Run 1, the metal 1 layer:
Bar = 50 um.
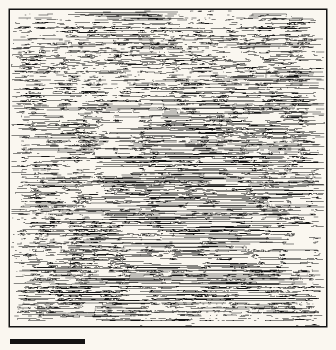
Run 1, metal 2:
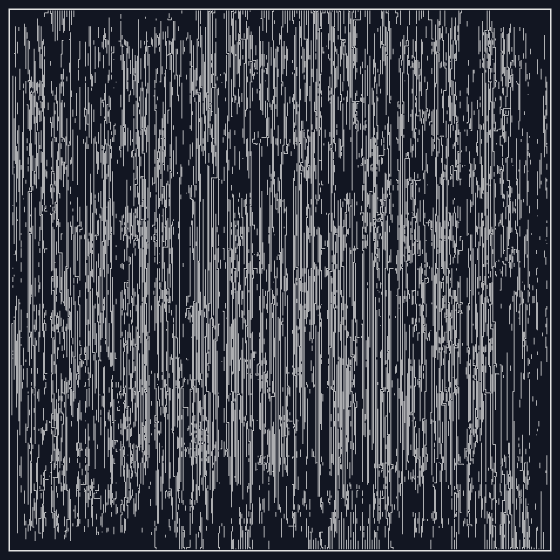
Run 1, the metal 3 layer:
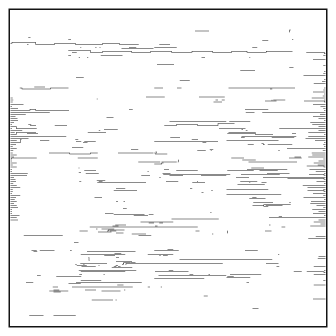
Run 1, met4 routing:
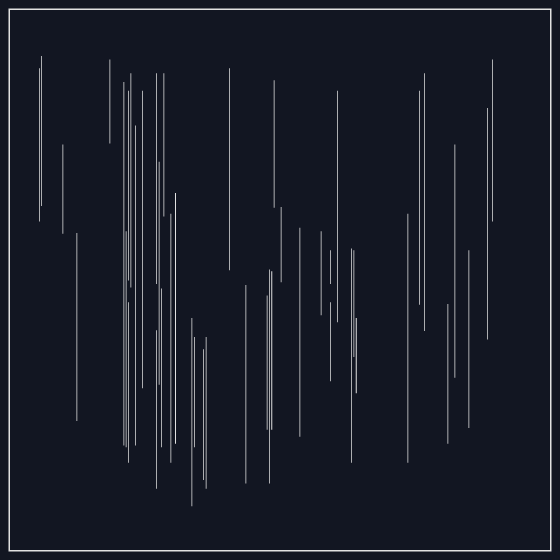
### src/rtl/rx_tlp_sender.sv
// Turns RX trigger requests into 64-bit MWr (4DW) TLPs that copy RX buffer qwords into host huge pages.
// Latency: first header beat one cycle after acceptance; data beats stream back to back when tready stays high.
// Backpressure: tready stalls hold the output beat; one holding register catches the in-flight buffer read.

`ifndef BF
`define BF 9
`endif

module rx_tlp_sender #(
   parameter int HDR_QW       = 16,
   parameter int PAGE_QW_BITS = 18
) (
   input  logic          clk,
   input  logic          reset_n,
   input  logic          trigger_tlp,
   input  logic          send_last_tlp,
   input  logic          change_huge_page,
   input  logic [4:0]    qwords_to_send,
   output logic          trigger_tlp_ack,
   output logic          change_huge_page_ack,
   output logic [`BF:0]  commited_rd_address,
   output logic [`BF:0]  rd_addr,
   input  logic [63:0]   rd_data,
   input  logic [63:0]   huge_page_addr_1,
   input  logic [63:0]   huge_page_addr_2,
   input  logic          huge_page_status_1,
   input  logic          huge_page_status_2,
   output logic          huge_page_free_1,
   output logic          huge_page_free_2,
   input  logic [15:0]   cfg_completer_id,
   input  logic          s_axis_tx_tready,
   output logic          s_axis_tx_tvalid,
   output logic [63:0]   s_axis_tx_tdata,
   output logic [7:0]    s_axis_tx_tkeep,
   output logic          s_axis_tx_tlast
);

   localparam int AW = `BF + 1;
   localparam int OW = PAGE_QW_BITS + 1;

   typedef enum logic [3:0] {
      S_IDLE, S_HDR0, S_HDR1, S_DATA, S_DONE,
      S_CLOSE_HDR0, S_CLOSE_HDR1, S_CLOSE_DATA, S_CLOSE_DONE, S_WAIT
   } state_t;

   state_t          state, state_nxt;
   logic            cur_page;          // 0 = page 1, 1 = page 2
   logic [OW-1:0]   page_qw_offset;
   logic [4:0]      qw_len;
   logic [4:0]      fetch_cnt;
   logic            req_last;
   logic [AW-1:0]   commit_q;
   logic [AW-1:0]   rd_addr_q;

   // output beat register, holding register and the one-deep read pipe
   logic            out_vld, out_last, hold_vld, hold_last, rd_pend, rd_pend_last;
   logic [63:0]     out_dat, hold_dat;

   logic            pop, o_free, page_ok, accept, fetch, hdr_load, hdr_last;
   logic [63:0]     hdr_dat, page_base, tlp_addr;
   logic [1:0]      occ;

   // DW0 = MWr 4DW (fmt 11, type 0), length in DW; DW1 = requester id, tag 0, BEs 0xF
   function automatic logic [63:0] mk_hdr0(input logic [15:0] rid, input logic [4:0] qw);
      return {rid, 16'h00FF, 22'h180000, 4'b0000, qw, 1'b0};
   endfunction

   assign pop       = out_vld & s_axis_tx_tready;
   assign o_free    = ~out_vld | s_axis_tx_tready;
   assign page_ok   = cur_page ? huge_page_status_2 : huge_page_status_1;
   assign page_base = cur_page ? huge_page_addr_2 : huge_page_addr_1;
   assign tlp_addr  = page_base + 64'({page_qw_offset, 3'b000});
   // beats that will sit in out/hold after this edge, plus the read landing next cycle
   assign occ       = {1'b0, out_vld & ~s_axis_tx_tready} + {1'b0, hold_vld} + {1'b0, rd_pend};

   // next-state decode and beat/fetch generation
   always_comb begin
      state_nxt = state;
      accept    = 1'b0;
      hdr_load  = 1'b0;
      hdr_dat   = '0;
      hdr_last  = 1'b0;
      fetch     = 1'b0;
      case (state)
         S_IDLE: begin
            if (page_ok && (change_huge_page || send_last_tlp || trigger_tlp)) begin
               accept = 1'b1;
               if (change_huge_page || (send_last_tlp && qwords_to_send == 5'd0))
                  state_nxt = S_CLOSE_HDR0;
               else
                  state_nxt = S_HDR0;
            end
         end
         S_HDR0: begin
            if (o_free) begin
               hdr_load  = 1'b1;
               hdr_dat   = mk_hdr0(cfg_completer_id, qw_len);
               state_nxt = S_HDR1;
            end
         end
         S_HDR1: begin
            // first fetch goes out with header beat 1 so data follows without a bubble
            if (o_free) begin
               hdr_load  = 1'b1;
               hdr_dat   = {tlp_addr[31:0], tlp_addr[63:32]};
               fetch     = 1'b1;
               state_nxt = S_DATA;
            end
         end
         S_DATA: begin
            fetch = (fetch_cnt < qw_len) && (occ < 2'd2);
            if (pop && out_last)
               state_nxt = S_DONE;
         end
         S_DONE:
            state_nxt = req_last ? S_CLOSE_HDR0 : S_WAIT;
         S_CLOSE_HDR0: begin
            if (o_free) begin
               hdr_load  = 1'b1;
               hdr_dat   = mk_hdr0(cfg_completer_id, 5'd1);
               state_nxt = S_CLOSE_HDR1;
            end
         end
         S_CLOSE_HDR1: begin
            if (o_free) begin
               hdr_load  = 1'b1;
               hdr_dat   = {page_base[31:0], page_base[63:32]};
               state_nxt = S_CLOSE_DATA;
            end
         end
         S_CLOSE_DATA: begin
            // payload is loaded once; leave when that last beat is taken
            if (out_vld && out_last) begin
               if (s_axis_tx_tready)
                  state_nxt = S_CLOSE_DONE;
            end else if (o_free) begin
               hdr_load = 1'b1;
               hdr_dat  = {32'b0, 32'(page_qw_offset - OW'(HDR_QW))};
               hdr_last = 1'b1;
            end
         end
         S_CLOSE_DONE: state_nxt = S_WAIT;
         S_WAIT:       state_nxt = S_IDLE;
         default:      state_nxt = S_IDLE;
      endcase
   end

   // FSM state, request latching, read address and page bookkeeping
   always_ff @(posedge clk or negedge reset_n) begin
      if (!reset_n) begin
         state          <= S_IDLE;
         cur_page       <= 1'b0;
         page_qw_offset <= OW'(HDR_QW);
         qw_len         <= '0;
         fetch_cnt      <= '0;
         req_last       <= 1'b0;
         commit_q       <= '0;
         rd_addr_q      <= '0;
         rd_pend        <= 1'b0;
         rd_pend_last   <= 1'b0;
      end else begin
         state        <= state_nxt;
         rd_pend      <= fetch;
         rd_pend_last <= fetch && (fetch_cnt == qw_len - 5'd1);
         if (accept) begin
            qw_len    <= change_huge_page ? 5'd0 : qwords_to_send;
            req_last  <= change_huge_page | send_last_tlp;
            rd_addr_q <= commit_q;
            fetch_cnt <= '0;
         end else if (fetch) begin
            rd_addr_q <= rd_addr_q + AW'(1);
            fetch_cnt <= fetch_cnt + 5'd1;
         end
         if (state == S_DONE) begin
            commit_q       <= commit_q + AW'(qw_len);
            page_qw_offset <= page_qw_offset + OW'(qw_len);
         end else if (state == S_CLOSE_DONE) begin
            cur_page       <= ~cur_page;
            page_qw_offset <= OW'(HDR_QW);
         end
      end
   end

   // output beat register fed in order from hold register, read pipe, then FSM headers
   always_ff @(posedge clk or negedge reset_n) begin
      if (!reset_n) begin
         out_vld   <= 1'b0;
         out_last  <= 1'b0;
         out_dat   <= '0;
         hold_vld  <= 1'b0;
         hold_last <= 1'b0;
         hold_dat  <= '0;
      end else if (o_free) begin
         if (hold_vld) begin
            out_vld   <= 1'b1;
            out_dat   <= hold_dat;
            out_last  <= hold_last;
            hold_vld  <= rd_pend;
            hold_dat  <= rd_data;
            hold_last <= rd_pend_last;
         end else if (rd_pend) begin
            out_vld  <= 1'b1;
            out_dat  <= rd_data;
            out_last <= rd_pend_last;
         end else if (hdr_load) begin
            out_vld  <= 1'b1;
            out_dat  <= hdr_dat;
            out_last <= hdr_last;
         end else begin
            out_vld  <= 1'b0;
            out_last <= 1'b0;
         end
      end else if (rd_pend) begin
         hold_vld  <= 1'b1;
         hold_dat  <= rd_data;
         hold_last <= rd_pend_last;
      end
   end

   assign s_axis_tx_tvalid     = out_vld;
   assign s_axis_tx_tdata      = out_dat;
   assign s_axis_tx_tkeep      = {8{out_vld}};
   assign s_axis_tx_tlast      = out_vld & out_last;
   assign rd_addr              = rd_addr_q;
   assign commited_rd_address  = commit_q;
   assign trigger_tlp_ack      = (state == S_DONE) && !req_last;
   assign change_huge_page_ack = (state == S_CLOSE_DONE);
   assign huge_page_free_1     = (state == S_CLOSE_DONE) && !cur_page;
   assign huge_page_free_2     = (state == S_CLOSE_DONE) && cur_page;

endmodule
### config.mk
export PLATFORM = sky130hd
export DESIGN_NAME = rx_tlp_sender
export DESIGN_NICKNAME = d
export VERILOG_FILES = /design/src/rtl/rx_tlp_sender.sv
export SDC_FILE = /design/constraint.sdc
export NUM_CORES = 1
export LEC_CHECK = 0
export ABC_AREA = 1
export ABC_CLOCK_PERIOD_IN_PS = 9400
export CORE_UTILIZATION = 35
export CTS_BUF_LIST = sky130_fd_sc_hd__clkbuf_8
export DETAILED_ROUTE_END_ITERATION = 10
export SYNTH_ARGS = -nofsm -noshare
export SYNTH_HDL_FRONTEND = slang
export SYNTH_SLANG_ARGS = --single-unit
### constraint.sdc
create_clock -name clk -period 9.4 [get_ports clk]
set_clock_uncertainty 0.15 [all_clocks]
set_input_delay 1.88 -clock clk [delete_from_list [all_inputs] [get_ports clk]]
set_output_delay 1.88 -clock clk [all_outputs]
set_load 0.01 [all_outputs]
==> impl_metrics.yaml, run 1 <==
# generated from flow reports
route:
  topRoutingLayerUsed: "met4"
  wire_per_inst_um: 22.26
  final_antenna_net_count: 0
  drc: 0
  detailed_route_wirelength_on_metal2_um: 34930
  length_of_the_first_detailed_routing_pass_in_iterations: 6
clocking:
  cts_tree: "yes"
  cts.hold.buffers_added: 0
  tritoncts_num_sinks: 189
  worst_setup_hold_path_clk_slew_ps: 100
  clockRootBuffer: "sky130_fd_sc_hd__clkbuf_8"
  cts_max_path_buffers: 2
  cts.repair.resized: 0
  cts_buffers: 17
  cts.htree.levels: 4
  cts_setup_buffers: 0
final_timing:
  achievable-frequency_mhz: 187.7
  final_critical_path_setup_slack_ps: 4073
  min_period_over_period_pct: 56.67
  max-slew-margin-rel_pct: 21.38
  finalSetupViolations: 0
  slew_viol_final: 0
  fin_crit_ps: 5327
  timing_hold_violations_final: 0
logic_synthesis:
  synth.most_common_cell: "sky130_fd_sc_hd__nand2_1"
  postSynth.topFlopCell: "sky130_fd_sc_hd__dfrtp_1"
  yosys.area.top_type_share_pct: 30.59
  postSynth.asyncResetShare_pct: 100.0
  postSynthNetCount: 2760
  post_synth_main_area_contributors: "sky130_fd_sc_hd__dfrtp_1 (31%), sky130_fd_sc_hd__nand2_1 (23%), sky130_fd_sc_hd__inv_1 (7.1%)"
  syn-cell-area_um2: 15380
  synth-edff-count: 0
  synthesis.yosys.warnings: 0
  post_synth_num_cell_types: 49
  ys_chip_area_um2: 15380
  synth_cells: 2496
  yosys_cells: 2496
global_route:
  grt_most_used_layer: "met2"
  globalRouteOverflowTotal: 0
  pin_count_of_the_biggest_net_entering_global_routing: 147
  vias_in_the_first_global_route: 16780
  global_route_wire_length_before_repair_um: 108400
  groute.usage.overall_pct: 33.51
power:
  sequentialPower_mw: 1.45
  leakage_power_total_nw: 9.347
  p_int_mw: 2.704
  switch_share_pct: 54.33
  p_clk_share_pct: 9.8
  power_frac_seq_pct: 24.5
  p_total_mw: 5.920
  largestPowerGroup: "combinational cells"
  share_comb_of_total_power_pct: 65.6
  power_density_nw_per_um2: 306.7
  switchingPower_mw: 3.216
  max-vdd-ir-drop_v: 0.0001985
worst_setup_path:
  critical_path_class: "reg -> out"
  worstPathRequired_ps: 7370
placed_design:
  placed_area_um2: 18900
  routabilityCongestion: 1.029
  dpl_worst_slack_ps: 3957
  port_buffers: 318
finish:
  mostFrequentLayoutCells: "sky130_fd_sc_hd__nand2_1 (938), sky130_fd_sc_hd__clkdlybuf4s50_1 (317), sky130_fd_sc_hd__inv_1 (290)"
  insertedDiodeCount: 0
  final_layout_size_suffix_gt1_share_pct: 4.973
  design.final.nets: 3006
  instances_no_fill: 3340
floorplanning:
  initial_utilization_pct: 35.63
  cell_rows: 76
  die_height_um: 211.6
  io_pins: 319
  die.size.x_um: 211.6
job:
  stage_log_warning_count: 29
  maxCapViolations: 0
status:
  status: "finished clean"
## Picture notes: 'the metal 1 layer'
nets with wire on the layer: 2767
longest straight run: 90.6 um
Routed WL: 74330 um
routed via count: 17250
GR Layer Usage met1: 43.38%

## Picture notes: 'metal 2'
longest straight run: 111 um
nets with wire on the layer: 2387
wire length on this layer: 34.9 mm
main direction: vertical
GR Util met2: 55.74%

## Picture notes: 'the metal 3 layer'
wire length on this layer: 3760 um
main direction: horizontal
nets with wire on the layer: 314
share of all routed wire: 5.1%
longest straight run: 72.0 um
met3 Track Usage GR: 4.154%

## Picture notes: 'met4 routing'
nets with wire on the layer: 41
wire length on this layer: 3200 um

[run 1: sequential cells by signal (all words and copies together) (netlist names), 4 cells and up]
| register | flops |
|---|---|
| rd_addr | 10 |
| qw_len | 5 |
| fetch_cnt | 5 |
| page_qw_offset | 19 |
| state | 4 |
| commited_rd_address | 10 |
| s_axis_tx_tdata | 64 |
| hold_dat | 64 |
[run 1: worst max-delay path, stage by stage (launching register included)]
cell                              delay, ps
sky130_fd_sc_hd__dfrtp_1                460
sky130_fd_sc_hd__nor2_1                 140
sky130_fd_sc_hd__inv_1                   90
sky130_fd_sc_hd__nor3_2                 620
sky130_fd_sc_hd__inv_1                  530
sky130_fd_sc_hd__nor2_1                 300
sky130_fd_sc_hd__clkdlybuf4s50_1        610
[run 1: path summary, 6_finish.rpt]
path,startpoint,to,slack (ps),depth (start not counted)
max in group asynchronous,reset_n,cur_page,6620,2
min in group asynchronous,reset_n,page_qw_offset[18],1090,1
max reg2reg,cur_page,s_axis_tx_tdata[7],5050,20
max,state[0],huge_page_free_2,4070,6
min,s_axis_tx_tdata[0],s_axis_tx_tdata[0],340,2
min reg2reg,s_axis_tx_tdata[0],s_axis_tx_tdata[0],340,2
[run 1: logic make-up after synthesis]
logic type / share of synthesized area, %
AND-OR/OR-AND: 14.88
XOR/XNOR: 1.708
adder cells (fa/ha/maj): 3.644
buffers and inverters: 10.91
flip-flops: 30.76
multiplexers: 1.814
AND/OR/NAND/NOR: 36.29
[run 1: area by class of cell]
type | count | area (um^2)
clock buffers | 18 | 247.7
flip-flops and latches | 189 | 4737
repair buffers | 331 | 3297
clock inverters | 14 | 153.9
well taps | 585 | 732.0
inverters | 305 | 1149
multi-input cells | 1898 | 8989
fillers | 4641 | 23870
Run 1, routing congestion map:
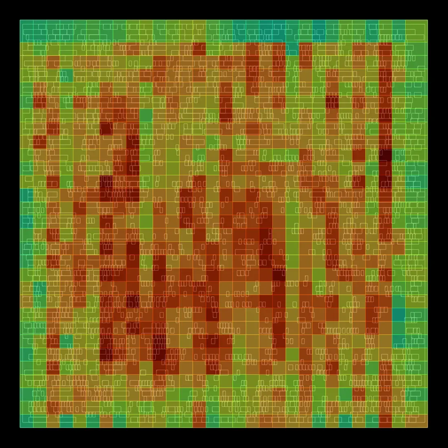

==> inputs of run 2 (changes only) <==
--- a/config.mk
+++ b/config.mk
@@ -6,7 +6,7 @@
 export NUM_CORES = 1
 export LEC_CHECK = 0
 export ABC_AREA = 1
-export ABC_CLOCK_PERIOD_IN_PS = 9400
+export ABC_CLOCK_PERIOD_IN_PS = 4400
 export CORE_UTILIZATION = 35
 export CTS_BUF_LIST = sky130_fd_sc_hd__clkbuf_8
 export DETAILED_ROUTE_END_ITERATION = 10
==> constraint.sdc (replaced) <==
create_clock -name clk -period 4.4 [get_ports clk]
set_clock_uncertainty 0.15 [all_clocks]
set_input_delay 0.88 -clock clk [delete_from_list [all_inputs] [get_ports clk]]
set_output_delay 0.88 -clock clk [all_outputs]
set_load 0.01 [all_outputs]
Run 2, routing congestion map:
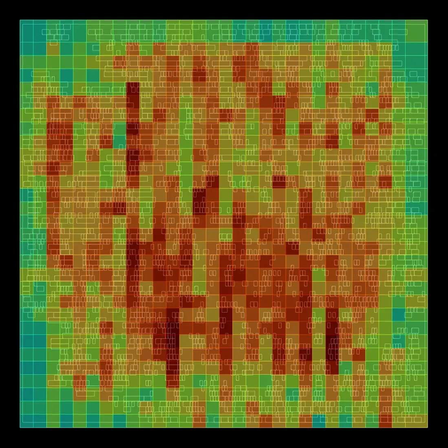
peak-usage layer in the global routing report: met2
GR Layer Usage met1: 40.06%
Global Route Usage Sum: 31.29%

Run 2, met4 routing:
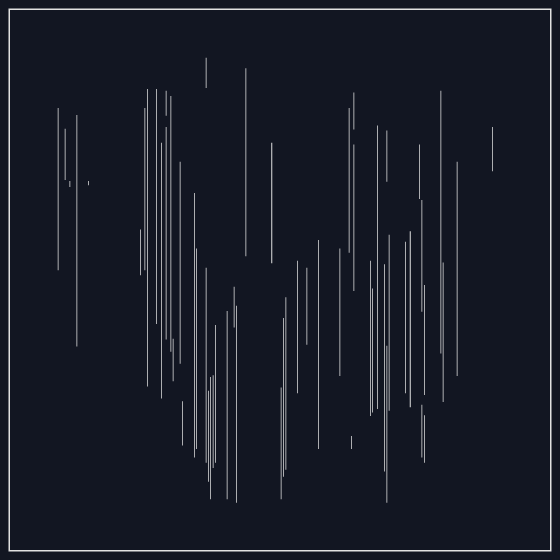
main direction: vertical
share of all routed wire: 4.4%
longest straight run: 116 um
Routed WL: 69830 um
routed via count: 17490

==> impl_metrics.yaml, run 2 <==
# generated from flow reports
logic_synthesis:
  synth.most_common_cell: "sky130_fd_sc_hd__nand2_1"
  postSynthNetCount: 2760
  yosys.area.top_type_share_pct: 30.59
  yosys.area_share.aoi_pct: 14.88
  synth_xor_xnor_area_share_pct: 1.708
  mux_area_share_pct: 1.814
  synthAdderAreaFrac_pct: 3.644
  syn-cell-area_um2: 15380
  ys_chip_area_um2: 15380
  yosys_cells: 2496
  synthesis.yosys.warnings: 0
worst_setup_path:
  critical_path_class: "reg -> reg"
  critical-path-slowest-cell: "sky130_fd_sc_hd__dfrtp_4"
  critical-path-max-stage-delay_ps: 700
  path_common_cell: "sky130_fd_sc_hd__nand2_1"
  worst_path_dominant_cell_family: "simple AND/OR/NAND/NOR gates"
  reg2reg_slack_ps: 560
  reg2reg_depth: 20
floorplanning:
  die.size.x_um: 211.6
  cell_rows: 76
  initial_utilization_pct: 35.63
  io_pins: 319
clocking:
  clockRootBuffer: "sky130_fd_sc_hd__clkbuf_8"
  cts_buffers: 17
  cts.repair.resized: 0
  cts_tree: "yes"
  tritoncts_num_sinks: 189
  cts.htree.levels: 4
  cts_setup_buffers: 0
  cts_max_path_buffers: 2
final_timing:
  achievable-frequency_mhz: 260.4
  min_period_over_period_pct: 87.27
  fin_crit_ps: 3840
  slew_viol_final: 0
route:
  final_antenna_net_count: 0
placed_design:
  routabilityCongestion: 1.079
  placed_area_um2: 19050
global_route:
  global_route_wire_length_before_repair_um: 102900
  globalRouteOverflowTotal: 0
  grt.met3_usage_pct: 5.118
  pin_count_of_the_biggest_net_entering_global_routing: 105
finish:
  fill_cells: 4600
  logic_area_um2: 8989
  final_layout_size_suffix_gt1_share_pct: 5.453
  mostFrequentLayoutCells: "sky130_fd_sc_hd__nand2_1 (938), sky130_fd_sc_hd__clkdlybuf4s50_1 (317), sky130_fd_sc_hd__inv_1 (290)"
  instances_no_fill: 3355
  design.final.nets: 3020
power:
  p_total_mw: 12.58
  power_density_nw_per_um2: 647.0
job:
  stage_log_warning_count: 33
status:
  status: "finished clean"
-- run 2: cell counts after synthesis --
No cell type changed its count.
-- run 2: where the power goes --
group          internal [mW]  total (mW)  switching [mW]
clock                  0.483        1.20           0.719
combinational           2.87        8.23            5.36
sequential              2.51        3.15           0.642
-- run 2: layout make-up --
cell class              count  share of cell area, %
diodes                      1                0.01287
flip-flops and latches    189                  24.36
inverters                 305                  5.905
multi-input cells        1898                  46.21
well taps                 585                  3.763
clock inverters            14                 0.7913
clock buffers              18                  1.274
repair buffers            345                  17.68
-- run 2: worst max path at each step --
stage | startpoint | end | depth (start not counted)
after floorplan | cur_page | s_axis_tx_tdata[7] | 26
final | cur_page | s_axis_tx_tdata[10] | 20
after global routing | cur_page | s_axis_tx_tdata[10] | 20
after detailed placement | huge_page_addr_2[4] | s_axis_tx_tdata[10] | 20
after global placement | huge_page_addr_2[4] | s_axis_tx_tdata[10] | 20
after CTS | cur_page | s_axis_tx_tdata[10] | 20
-- run 2: kinds of logic after synthesis --
group / count (synthesis)
flops: 189
mux: 25
fa+ha+maj: 43
simple gates: 1380
xor+xnor: 30
compound gates: 420
buf+inv: 409
-- run 2: metal layers --
| layer | up-vias | part of all wire [%] | wire (um) |
|---|---|---|---|
| met5 | - | 0.043 | 30 |
| met4 | 4 | 4.4 | 3098 |
| met3 | 118 | 7.1 | 4959 |
| met2 | 718 | 47 | 32560 |
| met1 | 8216 | 42 | 29190 |
| li1 | 8429 | - | - |
Power figures rest on the tool's default switching activity, not on a simulated workload.
